### Clock wiring as the flow saved it, run 1

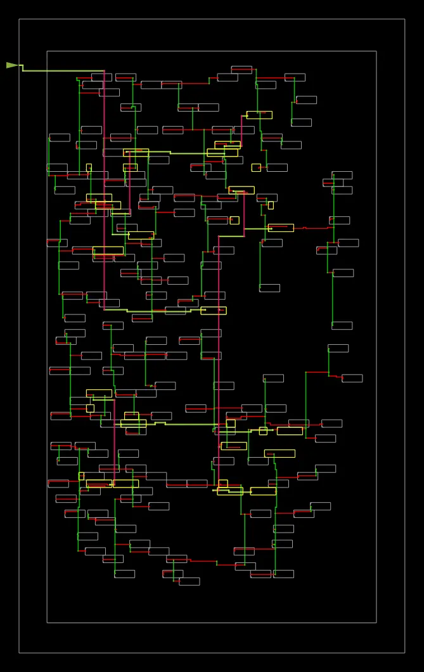
### Pin map, run 1

Pins as bars across the die edge, other pins in gray.
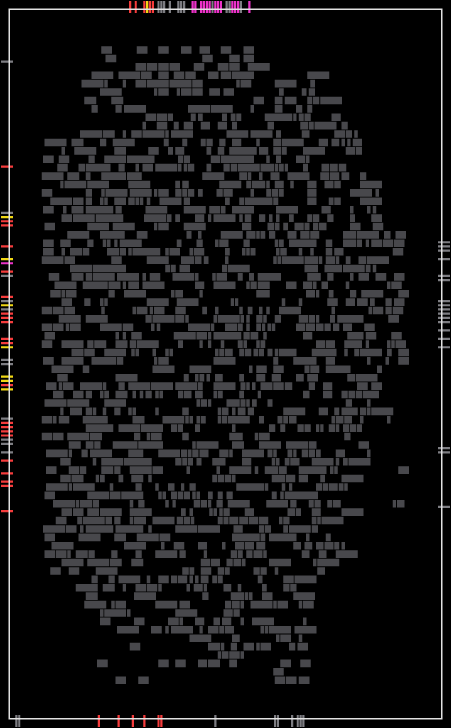
### Gate families picked out, run 1

Bar = 50 um.
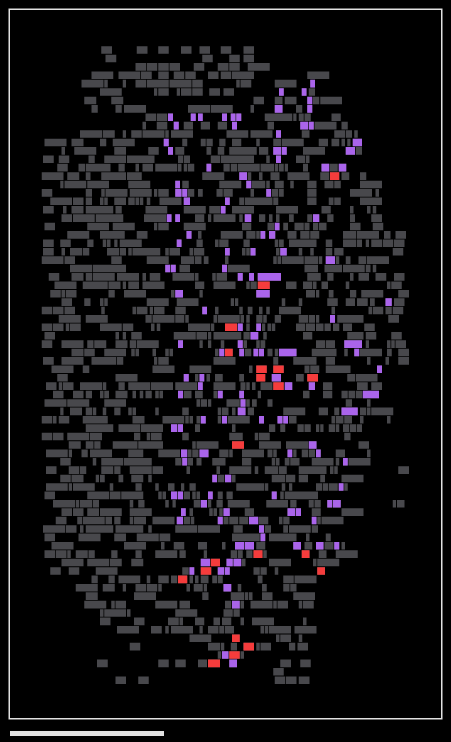
### src/rtl/cam_tx_pkg.sv
// cam_tx_pkg: shared types and constants for the DVP camera transmitter.
//   cam_state_t : timing FSM state encoding (legacy-compatible localparams)
//   tx_ctl_t    : per-cycle strobes from the timing block to the datapath
//   HBLANK_MIN  : smallest legal line blanking (first-word prefetch needs 2 cycles)
//   LFSR_SEED   : reset value of the data_ok gap generator
package cam_tx_pkg;

  typedef logic [2:0] cam_state_t;

  localparam cam_state_t S_IDLE   = 3'd0;
  localparam cam_state_t S_VSYNC  = 3'd1;
  localparam cam_state_t S_VBP    = 3'd2;
  localparam cam_state_t S_ACTIVE = 3'd3;
  localparam cam_state_t S_HBL    = 3'd4;
  localparam cam_state_t S_VFP    = 3'd5;

  localparam int          HBLANK_MIN = 4;
  localparam logic [15:0] LFSR_SEED  = 16'hACE1;

  // href    : line valid
  // fetch   : issue a frame-buffer read this cycle
  // load    : move the next word into the output word register at this edge
  // phase   : sample index within the current word
  typedef struct packed {
    logic       href;
    logic       fetch;
    logic       load;
    logic [1:0] phase;
  } tx_ctl_t;

  // Fibonacci LFSR, taps 16/14/13/11.
  function automatic logic [15:0] lfsr_next(input logic [15:0] s);
    return {s[0] ^ s[2] ^ s[3] ^ s[5], s[15:1]};
  endfunction

endpackage

### src/rtl/cam_tx_timing.sv
// cam_tx_timing: frame/line FSM and counters for cam_tx.
//   clk, rstn            : clock, synchronous active-low reset
//   start_i, continuous_i: frame start pulse, auto-restart enable
//   line_samples_i       : samples per line (bits [1:0] dropped)
//   lines_i              : active lines per frame
//   accept_o             : start accepted this cycle (latch frame config)
//   ctl_o                : href/fetch/load/phase strobes for the datapath
//   vsync_o, dok_o, busy_o, frame_done_o, cfg_err_o : direct outputs
// Optional: CAM_TX_DOK_GAP_EN adds LFSR-driven data_ok gaps during ACTIVE.
module cam_tx_timing
  import cam_tx_pkg::*;
#(
  parameter int W_CNT     = 12,
  parameter int VS_LINES  = 2,
  parameter int VBP_LINES = 2,
  parameter int VFP_LINES = 1,
  parameter int HBLANK    = 16
) (
  input  logic             clk,
  input  logic             rstn,
  input  logic             start_i,
  input  logic             continuous_i,
  input  logic [W_CNT-1:0] line_samples_i,
  input  logic [W_CNT-1:0] lines_i,
  output logic             accept_o,
  output tx_ctl_t          ctl_o,
  output logic             vsync_o,
  output logic             dok_o,
  output logic             busy_o,
  output logic             frame_done_o,
  output logic             cfg_err_o
);
  // Blanking shorter than the minimum would leave no room for the line's
  // first-word read, so it is clamped up.
  localparam int HB  = (HBLANK < HBLANK_MIN) ? HBLANK_MIN : HBLANK;
  localparam int W_T = ((W_CNT > $clog2(HB + 1)) ? W_CNT : $clog2(HB + 1)) + 1;
  localparam int W_W = W_CNT - 2;

  cam_state_t       state;
  logic [W_T-1:0]   cyc, t_len;
  logic [W_CNT-1:0] lcnt, scnt, ls_q, lines_q;
  logic             cfg_bad, per_end, vline_last, hbl_end, last_line, last_word, dok;

  assign t_len     = W_T'(ls_q) + W_T'(HB);
  assign per_end   = (cyc == t_len - W_T'(1));
  assign hbl_end   = (cyc == W_T'(HB - 1));
  assign last_line = (lcnt == lines_q - W_CNT'(1));
  assign last_word = (scnt[W_CNT-1:2] == ls_q[W_CNT-1:2] - W_W'(1));
  assign cfg_bad   = (line_samples_i[W_CNT-1:2] == '0) || (lines_i == '0);

  // lcnt counts line periods in the vertical phases and the active line in
  // ACTIVE/HBL; this picks the terminal value for the current phase.
  always_comb begin
    vline_last = 1'b0;
    case (state)
      S_VSYNC: vline_last = (lcnt == W_CNT'(VS_LINES - 1));
      S_VBP:   vline_last = (lcnt == W_CNT'(VBP_LINES - 1));
      S_VFP:   vline_last = (lcnt == W_CNT'(VFP_LINES - 1));
      default: vline_last = 1'b0;
    endcase
  end

`ifdef CAM_TX_DOK_GAP_EN
  logic [15:0] lfsr;
  always_ff @(posedge clk) begin
    if (!rstn) lfsr <= LFSR_SEED;
    else       lfsr <= lfsr_next(lfsr);
  end
  assign dok = !((state == S_ACTIVE) && (lfsr[2:0] == 3'd0));
`else
  assign dok = 1'b1;
`endif

  always_ff @(posedge clk) begin
    if (!rstn) begin
      state     <= S_IDLE;
      cyc       <= '0;
      lcnt      <= '0;
      scnt      <= '0;
      ls_q      <= '0;
      lines_q   <= '0;
      cfg_err_o <= 1'b0;
    end else begin
      case (state)
        S_IDLE: if (start_i) begin
          if (cfg_bad) cfg_err_o <= 1'b1;
          else begin
            ls_q      <= line_samples_i & ~W_CNT'(3);
            lines_q   <= lines_i;
            cfg_err_o <= 1'b0;
            cyc       <= '0;
            lcnt      <= '0;
            state     <= S_VSYNC;
          end
        end
        S_VSYNC, S_VBP, S_VFP: begin
          if (per_end) begin
            cyc <= '0;
            if (vline_last) begin
              lcnt <= '0;
              scnt <= '0;
              if (state == S_VSYNC)    state <= S_VBP;
              else if (state == S_VBP) state <= S_ACTIVE;
              else                     state <= continuous_i ? S_VSYNC : S_IDLE;
            end else begin
              lcnt <= lcnt + W_CNT'(1);
            end
          end else begin
            cyc <= cyc + W_T'(1);
          end
        end
        S_ACTIVE: if (dok) begin
          if (scnt == ls_q - W_CNT'(1)) begin
            scnt  <= '0;
            cyc   <= '0;
            state <= S_HBL;
          end else begin
            scnt <= scnt + W_CNT'(1);
          end
        end
        S_HBL: begin
          if (hbl_end) begin
            cyc <= '0;
            if (last_line) begin
              lcnt  <= '0;
              state <= S_VFP;
            end else begin
              lcnt  <= lcnt + W_CNT'(1);
              state <= S_ACTIVE;
            end
          end else begin
            cyc <= cyc + W_T'(1);
          end
        end
        default: state <= S_IDLE;
      endcase
    end
  end

  // First word of a line is read two cycles before ACTIVE and loaded on the
  // last blanking cycle; inside a line, word n+1 is read at phase 2 of word n
  // and loaded at phase 3. Gaps stall both.
  always_comb begin
    ctl_o       = '0;
    ctl_o.href  = (state == S_ACTIVE);
    ctl_o.phase = scnt[1:0];
    ctl_o.fetch = ((state == S_VBP) && vline_last && (cyc == t_len - W_T'(2)))
                | ((state == S_HBL) && !last_line && (cyc == W_T'(HB - 2)))
                | ((state == S_ACTIVE) && dok && (scnt[1:0] == 2'd2) && !last_word);
    ctl_o.load  = ((state == S_VBP) && vline_last && per_end)
                | ((state == S_HBL) && !last_line && hbl_end)
                | ((state == S_ACTIVE) && dok && (scnt[1:0] == 2'd3));
  end

  assign accept_o     = (state == S_IDLE) && start_i && !cfg_bad;
  assign vsync_o      = (state == S_VSYNC);
  assign dok_o        = dok;
  assign busy_o       = (state != S_IDLE);
  assign frame_done_o = (state == S_VFP) && vline_last && per_end;

endmodule

### src/rtl/cam_tx.sv
// cam_tx: DVP-style camera transmitter replaying a packed frame buffer.
//   clk, rstn        : clock, synchronous active-low reset
//   start_i          : frame start pulse (ignored while busy)
//   continuous_i     : restart automatically after the front porch
//   line_samples_i, lines_i, base_addr_i : frame config, latched on start
//   rd_en_o, rd_addr_o, rd_data_i : frame-buffer read port (1-cycle latency)
//   cam_vsync_o, cam_href_o, cam_data_o, cam_data_ok_o : camera interface
//   busy_o, frame_done_o, cfg_err_o : status
// Optional: define CAM_TX_DOK_GAP_EN for pseudo-random data_ok gaps.
module cam_tx
  import cam_tx_pkg::*;
#(
  parameter int W_SAMP    = 8,
  parameter int W_CNT     = 12,
  parameter int W_ADDR    = 14,
  parameter int VS_LINES  = 2,
  parameter int VBP_LINES = 2,
  parameter int VFP_LINES = 1,
  parameter int HBLANK    = 16
) (
  input  logic                clk,
  input  logic                rstn,
  input  logic                start_i,
  input  logic                continuous_i,
  input  logic [W_CNT-1:0]    line_samples_i,
  input  logic [W_CNT-1:0]    lines_i,
  input  logic [W_ADDR-1:0]   base_addr_i,
  output logic                rd_en_o,
  output logic [W_ADDR-1:0]   rd_addr_o,
  input  logic [4*W_SAMP-1:0] rd_data_i,
  output logic                cam_vsync_o,
  output logic                cam_href_o,
  output logic [W_SAMP-1:0]   cam_data_o,
  output logic                cam_data_ok_o,
  output logic                busy_o,
  output logic                frame_done_o,
  output logic                cfg_err_o
);
  tx_ctl_t                ctl;
  logic                   accept, vsync;
  logic [W_ADDR-1:0]      base_q, addr_q;
  logic [3:0][W_SAMP-1:0] cur_w, nxt_w;
  logic                   rd_vld;
  logic [W_SAMP-1:0]      data_q;

  cam_tx_timing #(
    .W_CNT    (W_CNT),
    .VS_LINES (VS_LINES),
    .VBP_LINES(VBP_LINES),
    .VFP_LINES(VFP_LINES),
    .HBLANK   (HBLANK)
  ) u_timing (
    .clk           (clk),
    .rstn          (rstn),
    .start_i       (start_i),
    .continuous_i  (continuous_i),
    .line_samples_i(line_samples_i),
    .lines_i       (lines_i),
    .accept_o      (accept),
    .ctl_o         (ctl),
    .vsync_o       (vsync),
    .dok_o         (cam_data_ok_o),
    .busy_o        (busy_o),
    .frame_done_o  (frame_done_o),
    .cfg_err_o     (cfg_err_o)
  );

  always_ff @(posedge clk) begin
    if (!rstn) begin
      base_q <= '0;
      addr_q <= '0;
      rd_vld <= 1'b0;
      cur_w  <= '0;
      nxt_w  <= '0;
      data_q <= '0;
    end else begin
      if (accept) base_q <= base_addr_i;
      // The word index restarts every frame: vsync precedes any read.
      if (vsync)          addr_q <= base_q;
      else if (ctl.fetch) addr_q <= addr_q + W_ADDR'(1);
      rd_vld <= ctl.fetch;
      // nxt_w catches read data that arrives while the load is stalled by a gap.
      if (rd_vld)   nxt_w <= rd_data_i;
      if (ctl.load) cur_w <= rd_vld ? rd_data_i : nxt_w;
      data_q <= cam_data_o;
    end
  end

  assign rd_en_o     = ctl.fetch;
  assign rd_addr_o   = addr_q;
  assign cam_vsync_o = vsync;
  assign cam_href_o  = ctl.href;
  assign cam_data_o  = ctl.href ? cur_w[ctl.phase] : data_q;

endmodule
### config.mk
export PLATFORM = sky130hd
export DESIGN_NAME = cam_tx
export DESIGN_NICKNAME = d
export VERILOG_FILES = /design/src/rtl/cam_tx_pkg.sv /design/src/rtl/cam_tx_timing.sv /design/src/rtl/cam_tx.sv
export SDC_FILE = /design/constraint.sdc
export NUM_CORES = 1
export LEC_CHECK = 0
export CAP_MARGIN = 20
export CORE_ASPECT_RATIO = 1.75
export CORE_MARGIN = 10
export CORE_UTILIZATION = 35
export DETAILED_ROUTE_END_ITERATION = 10
export GPL_TIMING_DRIVEN = 0
export PLACE_DENSITY = 0.53
export SYNTH_ARGS = -nofsm -noshare
export SYNTH_HDL_FRONTEND = slang
export SYNTH_SLANG_ARGS = --single-unit
### constraint.sdc
create_clock -name clk -period 7.5 [get_ports clk]
set_input_delay 0.75 -clock clk [delete_from_list [all_inputs] [get_ports clk]]
set_output_delay 0.75 -clock clk [all_outputs]
set_load 0.03 [all_outputs]
==> out/metrics.yaml, run 1 <==
outcome: "finished clean"
setup_ws_ns: 2.22
worstReg2RegStart: "u_timing.ls_q[2]$_SDFFE_PN0P_"
drive_gt1_share_pct: 9.26
clk_path_buf_depth: 2
ys.flop_type: "dfxtp_1"
stdcell_area_um2: 10700
ant_nets: 0
drtIter0Drc: 315
clkTransAtPathRegs_ns: 0.07
path_buffers: 5
hp-start: "base_q[0]$_SDFFE_PN0P_"
cp_top_family: "buffers and inverters"
grt_setup_unrepaired: "false"
syn_avg_cell_area_um2: 8.81
fill_cells: 2433
yosysUniqueCellTypes: 82
antenna_found_initial: 0
numPortBuffers: 98
cp_cell_sequence: "clkbuf_1 -> inv_1 -> ha_1 -> or4b_2 -> clkbuf_1 -> o31a_1 -> o21ai_0 -> o311ai_0 -> a41oi_1 -> a21oi_1 -> o21ai_1 -> buf_2 -> clkdlybuf4s50_1"
root_buffer: "clkbuf_16"
ys.flops: 164
yosys_area_um2: 8750
routed-via-count: 7462
core_um2: 24600
p_leak_nw: 4.08
criticalPathCategory: "register to output pin"
start_kind: "register"
path_common_cell: "clkbuf_1"
wirelength_um: 26500
grt_pass1_wl_um: 42100
min_period_ns: 5.28
rows: 76
drt-vias-per-instance: 5.20
dpl-instance-area_um2: 10100
grt_pass1_vias: 7612
ios: 103
fp-utilization_pct: 35.5
yosys_cells: 994
grt.total_usage_pct: 16.4
largest_area_cell: "dfxtp_1"
overflow: 0
cts_setup_buffers: 0
arrival_ns: 4.53
synthArstFlopShare_pct: 0
postCtsHoldBufs: 0
yosys.area.top_type_share_pct: 37.5
gp_congestion: 0.935
warnings: 34
dieArea_um2: 32000
period_used_pct: 70.4
mostFrequentLayoutCells: "dfxtp_1 (164), nor2_1 (99), clkdlybuf4s50_1 (98)"
worst_path_max_delay_cell: "clkdlybuf4s50_1"
ys_seq_share_pct: 37.5
crit_path_end_kind: "output pin"
required_ns: 6.75
maxSlewViolCount: 0
tns_ns: 0
area_growth_pct: 22.6
worstHoldPathType: "register to register"
critPathMaxFanout: 10
cts_tree: "done"
max_cap_viol_count: 0
yosys_warnings: 0
peakVddDrop_mv: 0.160
post-dp-hpwl_um: 20600
drt_pass1_iterations: 5
power_density_nw_per_um2: 268
hold_viol_final: 0
clock_sinks: 164
-- 'Clock wiring as the flow saved it' (at the start) --
Clock net power: 0.000913 W
clk_lat worst skew: 0.44 ns
Final Skew: 0.00916 ns
Clock buffer cells: 19
CTS buffer count: 17

-- 'Pin map' (at the start) --
`rd_addr_o` -> magenta  # pins 14, direction output, edge 13 top, 1 left
`rd_data_i` -> red  # pins 32, direction input, edge 21 left, 6 bottom, 5 top
`cam_data_o` -> yellow  # pins 8, direction output, edge 7 left, 1 top
die extent in y: 229 um
Die W: 140 um

-- 'Gate families picked out' (at the start) --
non-inverting ao/oa cells -> red  # cells 20
aoi and oai cells -> purple  # cells 135
dominant logic cell type in the layout: dfxtp_1
post-route insts no fill: 1436
combinational fraction of the cell area: 47.6%

run 1: sequential cells by signal, summed over array words and instances (netlist names):
name	count
rd_addr_o	14
u_timing.cyc	13
u_timing.state	3
nxt_w	32
u_timing.scnt	12
rd_vld	1
u_timing.cfg_err_o	1
u_timing.lines_q	12
u_timing.ls_q	10
u_timing.lcnt	12
base_q	14
data_q	8
cur_w	32
run 1: cell type report:
type	instances	area (um^2)	area share, %
antenna	1	2.50	0.0233
buffer	66	274	2.55
clock buffer	19	453	4.22
clock inverter	12	155	1.45
inverter	24	90.1	0.839
multi-input combinational	740	5110	47.6
sequential	164	3280	30.6
tap	312	390	3.64
timing repair buffer	98	981	9.14
run 1: cell usage after synthesis, drive strengths merged, types with 3 or more instances:
master / n
a21o: 3
a21oi: 40
a22oi: 3
a31oi: 9
and2: 47
and3: 21
buf: 19
clkbuf: 47
dfxtp: 164
ha: 13
inv: 23
mux2: 33
mux2i: 69
mux4: 8
nand2: 83
nand2b: 10
nand3: 33
nand3b: 5
nand4: 13
nor2: 100
nor2b: 6
nor3: 18
nor3b: 5
nor4: 17
o2111ai: 4
o211ai: 6
o21ai: 44
o22ai: 9
o31a: 3
o31ai: 8
or2: 4
or3: 17
or4: 10
xnor2: 26
xor2: 35
run 1: report_power, final:
part	switching [W]	total [W]	internal [W]	leakage, nW
clock	0.000373	0.000913	0.000540	0.295
combinational	0.000559	0.000941	0.000382	2.45
sequential	0.0000775	0.00103	0.000948	1.33
run 1: final timing paths:
check	endpoint	slack (ns)	cells past startpoint
max	rd_en_o	2.22	13
min	rd_addr_o[0]$_SDFFE_PN0P_	0.45	2
min reg2reg	rd_addr_o[0]$_SDFFE_PN0P_	0.45	2
max reg2reg	cur_w[14]$_SDFFE_PN0P_	3.47	14
run 1: metal layers:
layer / up-vias / GRT usage, % / part of all wire (%)
met5: - / 0 / 0
met4: 0 / 6.41 / 2.8
met3: 38 / 3.31 / 4.0
met2: 154 / 31.2 / 55
met1: 3527 / 16.9 / 38
li1: 3743 / - / -
run 1: metrics by stage:
| stage | power [W] | utilization, % | instances | hold slack (ns) |
|---|---|---|---|---|
| after CTS | 0.00291 | 43.6 | 1435 | 0.460 |
| final | 0.00288 | 43.6 | 1436 | 0.449 |
| after detailed placement | 0.00199 | 41.1 | 1404 | 0.453 |
| after floorplan | 0.00168 | - | 994 | 0.432 |
| after global routing | 0.00304 | 43.6 | 1435 | 0.484 |
| after global placement | 0.00198 | 41.1 | 1404 | 0.448 |
run 1: worst min-delay path, stage by stage (launching register included):
cell and delay, ns:
dfxtp_1 0.31, nand2_1 0.05, a21oi_1 0.05
run 1: kinds of logic (layout without fill, tap and decap cells):
group           count (synthesis)  after routing  share of synthesized area [%]
simple gates                  397            397                           23.4
flops                         164            164                           37.5
compound gates                155            155                           11.8
mux                           110            110                           14.2
buf+inv                        90            219                           4.16
xor+xnor                       64             64                           6.98
fa+ha+maj                      13             13                           1.86
other cells                     1              2                         0.0428
==> run 1 -> run 2 <==
Clock period 7.5 ns to 5.1 ns, I/O delays scaled along.
==> run 2 against run 1 <==
Compared with the run above:
- clock power increased by 47%
- register-to-register slack got worse by 2.4 ns
- synthesized cell count unchanged
- total power increased by 47%
- count of clock-buffer cells in the layout unchanged
- global-route usage unchanged
==> out/metrics.yaml, run 2 <==
outcome: "finished clean"  # unchanged
ys.flop_type: "dfxtp_1"  # unchanged
wirelength_met1_um: 10200  # was 10100 um
top_cells_by_count: "dfxtp_1 (164), nor2_1 (99), nand2_1 (83)"  # unchanged
cts_setup_buffers: 0  # unchanged
ant_nets: 0  # unchanged
clock_sinks: 164  # unchanged
r2r_cells: 13  # was 14
tns_ns: 0  # unchanged
yosysUniqueCellTypes: 82  # unchanged
max_cap_viol_count: 0  # unchanged
drt-vias-per-instance: 5.23  # was 5.20
power_density_nw_per_um2: 395  # was 268 nW/um^2
drc: 0  # unchanged
yosys_cells: 994  # unchanged
holdWs_ns: 0.451  # was 0.449 ns
grt_pass1_wl_um: 42100  # unchanged
cp_top_family: "buffers and inverters"  # unchanged
dpl-instance-area_um2: 10100  # unchanged
drt_pass1_iterations: 5  # unchanged
die_height_um: 229  # unchanged
reg_top3: "cur_w (32), nxt_w (32)"  # unchanged
dieArea_um2: 32000  # unchanged
p_seq_share_pct: 35.5  # was 35.6%
cts_tree: "done"  # unchanged
hold_viol_final: 0  # unchanged
core_um2: 24600  # unchanged
post-dp-hpwl_um: 20600  # unchanged
stdcell_area_um2: 10800  # was 10700 um^2
fp-utilization_pct: 35.5  # unchanged
final.setup_skew_ns: 0.00909  # was 0.00916 ns
clock_latency_ns: 0.44  # about the same
clk_path_buf_depth: 2  # unchanged
worst_path_max_delay_cell: "clkdlybuf4s50_1"  # unchanged
criticalPathCategory: "register to output pin"  # unchanged
gp_congestion: 0.935  # unchanged
clock_power_share_pct: 31.7  # about the same
yosys.area.top_type_share_pct: 37.5  # unchanged
crit_cells: 13  # unchanged
required_ns: 4.59  # was 6.75 ns
ys_seq_share_pct: 37.5  # unchanged
fill_cells: 2429  # was 2433
p_sw_w: 0.00150  # was 0.00101 W
top_cell: "dfxtp_1"  # unchanged
p_comb_share_pct: 32.8  # was 32.7%
antenna_found_initial: 0  # unchanged
crit_path_end_kind: "output pin"  # unchanged
warnings: 34  # unchanged
grt.total_usage_pct: 16.4  # unchanged
whs_path_depth: 2  # unchanged
cp_cell_sequence: "clkbuf_1 -> inv_1 -> ha_1 -> or4b_2 -> clkbuf_1 -> xnor2_1 -> o41a_1 -> o22ai_1 -> a41oi_2 -> a21oi_1 -> o21ai_2 -> clkbuf_4 -> clkdlybuf4s50_1"  # was clkbuf_1 -> inv_1 -> ha_1 -> or4b_2 -> clkbuf_1 -> o31a_1 -> o21ai_0 -> o311ai_0 -> a41oi_1 -> a21oi_1 -> o21ai_1 -> buf_2 -> clkdlybuf4s50_1
root_buffer: "clkbuf_16"  # unchanged
wl_met3_um: 1020  # was 1060 um
layout_top_cell: "dfxtp_1"  # unchanged
cts_inserted_buffers: 17  # unchanged
drtIter0Drc: 291  # was 315
area_growth_pct: 23.0  # was 22.6%
path_buffers: 5  # unchanged
worstHoldPathType: "register to register"  # unchanged
period_used_pct: 95.4
arrival_ns: 4.36  # was 4.53 ns
yosys_area_um2: 8750  # unchanged
top_layer: "met4"  # unchanged
clkTransAtPathRegs_ns: 0.07  # about the same
synthArstFlopShare_pct: 0  # unchanged
peakVddDrop_mv: 0.236  # was 0.160 mV
postCtsHoldBufs: 0  # unchanged
fp.dieW_um: 140  # unchanged
min_period_ns: 4.87
syn_avg_cell_area_um2: 8.81  # unchanged
maxSlewViolCount: 0  # unchanged
critPathMaxFanout: 10  # unchanged
p_leak_nw: 4.09  # was 4.08 nW
yosys_warnings: 0  # unchanged
ios: 103  # unchanged
mostFrequentLayoutCells: "dfxtp_1 (164), nor2_1 (99), clkdlybuf4s50_1 (98)"  # unchanged
## run 2: cell types whose count changed in the layout (fill, tap and decap cells not counted), sizes merged
cell | before | now
buf | 19 | 18
clkbuf | 66 | 67
## run 2: logic make-up after synthesis
| group | synth area share [%] |
|---|---|
| buffers and inverters | 4.16 |
| other | 0.0428 |
| xor gates and xnor gates | 6.98 |
| muxes | 14.2 |
| AOI/OAI and AO/OA | 11.8 |
| adders and majority gates | 1.86 |
| and+or+nand+nor | 23.4 |
| DFF | 37.5 |
## run 2: area by class of cell
class	count	area, um^2	area share, %
plain buffers	66	277	2.57
repair buffers	98	981	9.11
inverters	24	90.1	0.837
well taps	312	390	3.63
clock inverters	12	155	1.44
diodes	1	2.50	0.0232
clock buffers	19	453	4.21
multi-input cells	740	5130	47.7
flip-flops and latches	164	3280	30.5
## run 2: worst paths after layout
path,startpoint,to,slack [ns]
worst max register to register,u_timing.lines_q[0]$_SDFFE_PN0P_,cur_w[21]$_SDFFE_PN0P_,1.12
worst min-delay path,base_q[0]$_SDFFE_PN0P_,rd_addr_o[0]$_SDFFE_PN0P_,0.45
worst max-delay path,u_timing.lines_q[0]$_SDFFE_PN0P_,rd_en_o,0.23
worst min register to register,base_q[0]$_SDFFE_PN0P_,rd_addr_o[0]$_SDFFE_PN0P_,0.45
## run 2: per-stage QoR
stage          instances  total power (W)  util [%]
6_report            1436          0.00425      43.7
2_1_floorplan        994          0.00246         -
5_1_grt             1435          0.00448      43.7
4_1_cts             1435          0.00428      43.6
3_3_place_gp        1404          0.00292      41.1
3_5_place_dp        1404          0.00292      41.1
## run 2: metal layers
layer  track usage (%)  vias to the layer above
li1                  -                     3743
met1              16.9                     3581
met2              31.2                      155
met3              3.31                       34
met4              6.41                        0
met5                 0                        -
## run 2: worst reg2reg max path, stage by stage (launching register included)
cell	delay, ns
dfxtp_1	0.30
clkbuf_1	0.20
inv_1	0.10
ha_1	0.15
or4b_2	0.58
clkbuf_1	0.21
o31a_1	0.27
o21ai_0	0.16
o311ai_0	0.25
nand4_1	0.22
nand3_1	0.16
o21ai_1	0.51
buf_2	0.38
mux2_2	0.37
## run 2: power by group through the flow
| stage | clock (W) | sequential (W) | combinational [W] |
|---|---|---|---|
| after floorplan | 0 | 0.00158 | 0.000880 |
| after global placement | 0 | 0.00153 | 0.00138 |
| after detailed placement | 0 | 0.00154 | 0.00139 |
| after CTS | 0.00138 | 0.00151 | 0.00140 |
| after global routing | 0.00142 | 0.00153 | 0.00153 |
| final | 0.00134 | 0.00151 | 0.00139 |
## run 2: repair_timing
item	4_1_cts	5_1_grt
hold endpoints to repair	0	0
resized	0	6
endpoints found under the setup margin	0	1
### Pin map, run 2

Pins as bars across the die edge, other pins in gray.
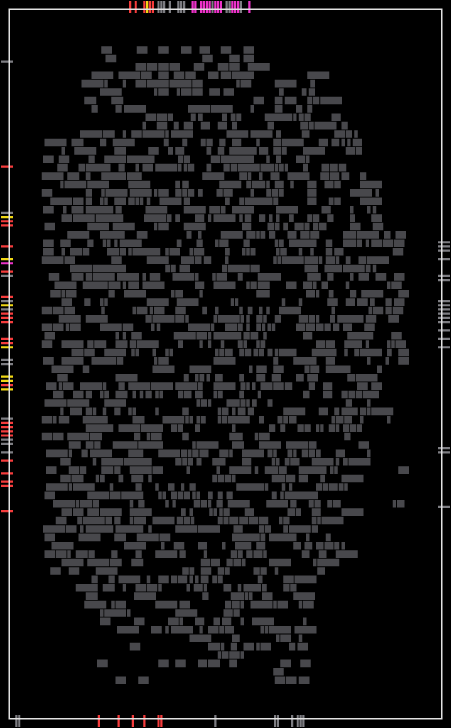
`cam_data_o` -> yellow  # pins 8, direction output, edge 7 left, 1 top
`rd_addr_o` -> magenta  # pins 14, direction output, edge 13 top, 1 left
`rd_data_i` -> red  # pins 32, direction input, edge 21 left, 6 bottom, 5 top
Port Buffers: 98

### Gate families picked out, run 2

Bar = 50 um.
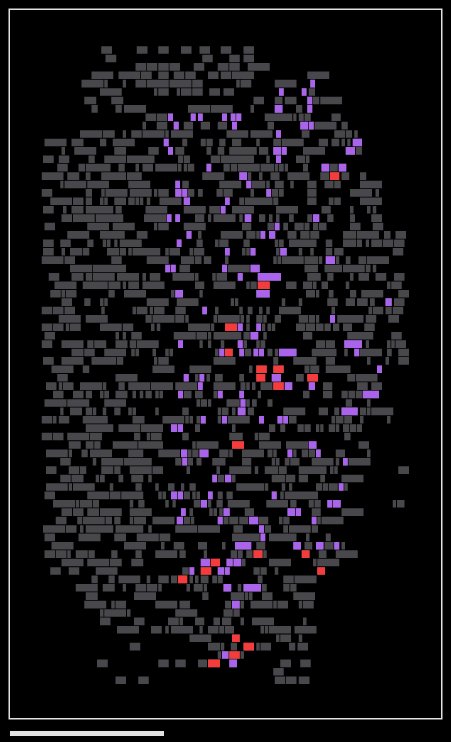
non-inverting ao/oa cells -> red  # cells 20
aoi and oai cells -> purple  # cells 135
combinational fraction of the cell area: 47.7%

### Metal layers overlaid, run 2

Only two layers are drawn.
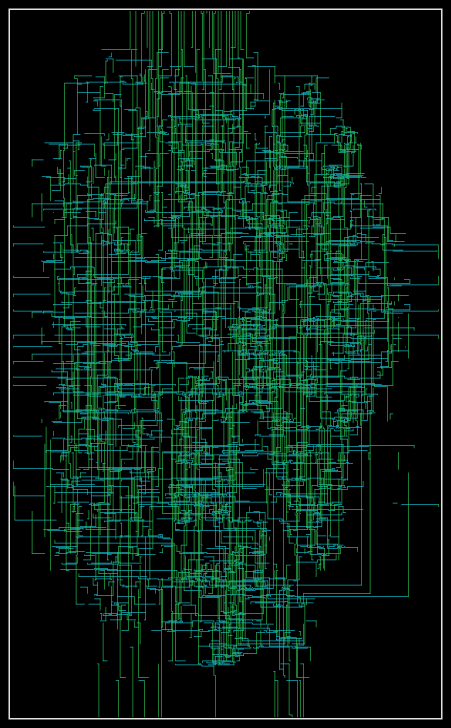
metal 1 -> cyan  # wire length 10200 um
metal 2 -> green  # wire length 14700 um
Routed WL: 26600 um
vias: 7513
WL per Instance: 18.5 um

==> run 2 -> run 3 <==
Settings changed: RECOVER_POWER set to 25.
### Gate families picked out, run 3

Bar = 50 um.
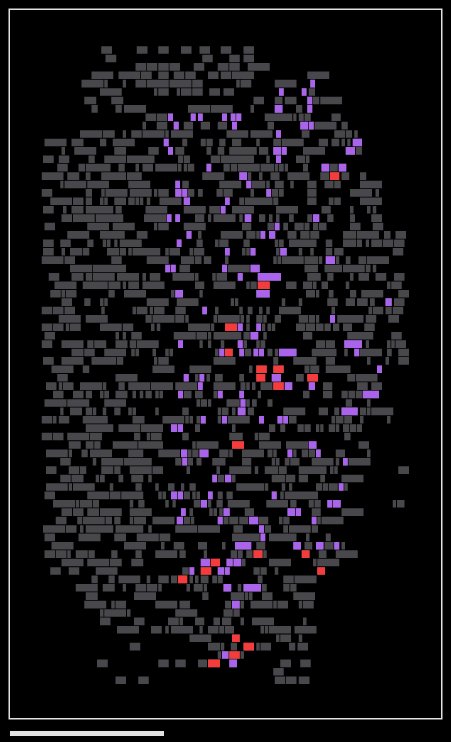
aoi and oai cells -> purple  # cells 135
non-inverting ao/oa cells -> red  # cells 20

### Metal layers overlaid, run 3

Only two layers are drawn.
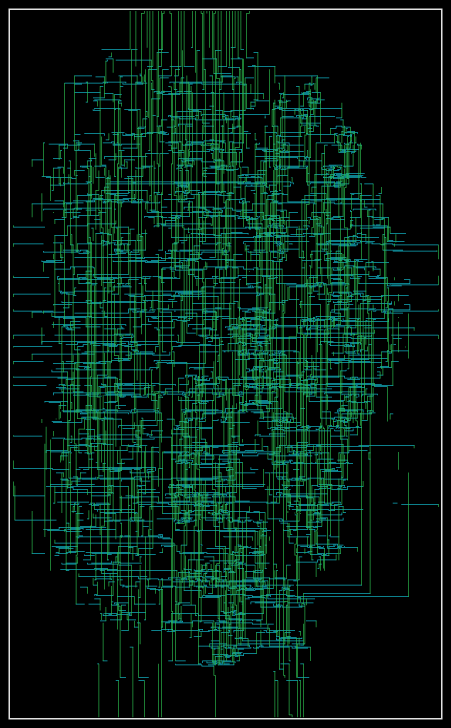
metal 1 -> cyan  # wire length 10300 um
metal 2 -> green  # wire length 14700 um
GRT Total Usage: 16.4%
WL per Instance: 18.6 um
Routed WL: 26700 um
vias: 7516

### Clock wiring as the flow saved it, run 3

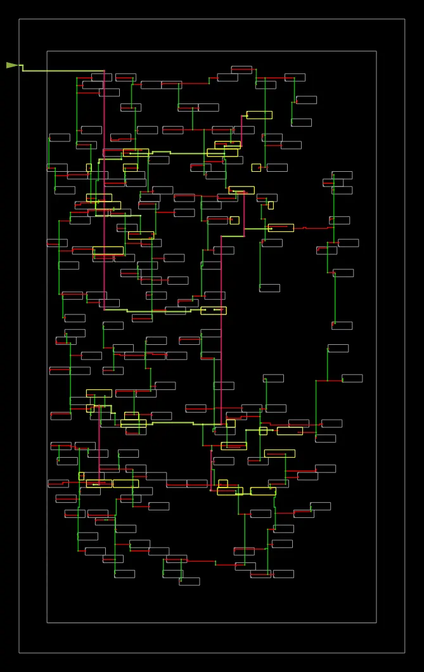
TritonCTS Sinks: 164
Clock net power: 0.00135 W
flop count: 164
Final Skew: 0.0102 ns

==> run 3 against run 2 <==
Compared with the run above:
- die size stayed put
- sequential share of layout area stayed put
- cell count stayed put
- critical endpoint unchanged
- first-iteration DRC count is 0.34% higher
- synthesized area stayed put
==> out/metrics.yaml, run 3 <==
outcome: "finished clean"  # unchanged
criticalPathCategory: "register to output pin"  # unchanged
worst_r2r_endpoint: "cur_w[21]$_SDFFE_PN0P_"  # unchanged
antenna_found_initial: 0  # unchanged
arrival_ns: 4.36  # about the same
rows: 76  # unchanged
max_cap_viol_count: 0  # unchanged
p_leak_nw: 4.13  # was 4.09 nW
reg_top3: "cur_w (32), nxt_w (32)"  # unchanged
yosys.area.top_type_share_pct: 37.5  # unchanged
root_buffer: "clkbuf_16"  # unchanged
start_kind: "register"  # unchanged
clkTransAtPathRegs_ns: 0.07  # about the same
critPathMaxFanout: 10  # unchanged
core_um2: 24600  # unchanged
drtIter0Drc: 292  # was 291
cts_tree: "done"  # unchanged
yosysUniqueCellTypes: 82  # unchanged
top_cells_by_count: "dfxtp_1 (164), nor2_1 (99), nand2_1 (83)"  # unchanged
fin_cells: 1436  # unchanged
ant_nets: 0  # unchanged
setup_ws_ns: 0.228  # was 0.233 ns
warnings: 34  # unchanged
period_used_pct: 95.5  # was 95.4%
grt_setup_unrepaired: "false"  # unchanged
reg2reg_slack_ns: 1.13  # was 1.12 ns
yosys_warnings: 0  # unchanged
placed_cells: 1404  # unchanged
cts_setup_buffers: 0  # unchanged
ys_seq_share_pct: 37.5  # unchanged
mostFrequentLayoutCells: "dfxtp_1 (164), nor2_1 (99), nand2_1 (83), clkdlybuf4s50_1 (83), mux2i_1 (69)"  # was dfxtp_1 (164), nor2_1 (99), clkdlybuf4s50_1 (98)
min_period_ns: 4.87  # about the same
largest_area_cell: "dfxtp_1"  # unchanged
hold_viol_final: 0  # unchanged
yosys_cells: 994  # unchanged
clk_path_buf_depth: 2  # unchanged
post-dp-hpwl_um: 20600  # unchanged
required_ns: 4.59  # about the same
clock_latency_ns: 0.44  # about the same
[run 3: cell count changes in the layout (fill, tap and decap cells not counted), sizes merged]
cell	previous run	this run
clkdlybuf4s50	98	83
dlygate4sd3	0	15
buf	18	15
clkbuf	67	70
[run 3: area by class of cell]
type	count	area share, %
Timing Repair Buffer	98	9.11
Antenna cell	1	0.0232
Clock buffer	19	4.21
Inverter	24	0.837
Clock inverter	12	1.44
Sequential cell	164	30.5
Buffer	66	2.57
Tap cell	312	3.63
Multi-Input combinational cell	740	47.7
[run 3: stage by stage]
step / hold slack, ns / util, % / instance area [um^2]
after detailed placement: 0.453 / 41.1 / 10100
after CTS: 0.460 / 43.6 / 10700
after floorplan: 0.432 / - / 8750
after global placement: 0.448 / 41.1 / 10100
after global routing: 0.484 / 43.7 / 10800
final: 0.450 / 43.7 / 10800
[run 3: critical path, cell delays in order (launching register included)]
cell	delay [ns]
dfxtp_1	0.30
clkbuf_1	0.20
inv_1	0.10
ha_1	0.15
or4b_2	0.58
clkbuf_1	0.21
xnor2_1	0.16
o41a_1	0.38
o22ai_1	0.29
a41oi_2	0.29
a21oi_1	0.25
o21ai_2	0.14
clkbuf_4	0.24
clkdlybuf4s50_1	0.62
[run 3: repair_timing]
| item | in CTS | in global routing |
|---|---|---|
| endpoints found under the hold margin | 0 | 0 |
| resized | 0 | 6 |
| endpoints found under the setup margin | 0 | 1 |
[run 3: worst min-delay path by stage]
| stage | to | slack (ns) |
|---|---|---|
| floorplan | rd_addr_o[0]$_SDFFE_PN0P_ | 0.43 |
| finish | rd_addr_o[0]$_SDFFE_PN0P_ | 0.45 |
| global route | rd_addr_o[0]$_SDFFE_PN0P_ | 0.48 |
| CTS | rd_addr_o[0]$_SDFFE_PN0P_ | 0.46 |
| detailed placement | rd_addr_o[0]$_SDFFE_PN0P_ | 0.45 |
| global placement | rd_addr_o[0]$_SDFFE_PN0P_ | 0.45 |
[run 3: power breakdown]
group / total [W] / switching, W / internal [W]
Combinational: 0.00138 / 0.000831 / 0.000548
Clock: 0.00135 / 0.000553 / 0.000794
Sequential: 0.00151 / 0.000113 / 0.00139
[run 3: logic make-up (layout without fill, tap and decap cells)]
family / count (synthesis) / after routing / synth area share, %
and+or+nand+nor: 397 / 397 / 23.4
DFF: 164 / 164 / 37.5
AOI/OAI and AO/OA: 155 / 155 / 11.8
muxes: 110 / 110 / 14.2
buffers and inverters: 90 / 219 / 4.16
xor gates and xnor gates: 64 / 64 / 6.98
adders and majority gates: 13 / 13 / 1.86
other: 1 / 2 / 0.0428
[run 3: per-layer routing]
| metal | global-route usage [%] | up-vias | routed length, um |
|---|---|---|---|
| met5 | 0 | - | 0 |
| met1 | 16.9 | 3579 | 10300 |
| met3 | 3.31 | 30 | 1040 |
| met2 | 31.2 | 162 | 14700 |
| met4 | 6.41 | 0 | 687 |
| li1 | - | 3745 | - |
Power figures rest on the tool's default switching activity, not on a simulated workload.
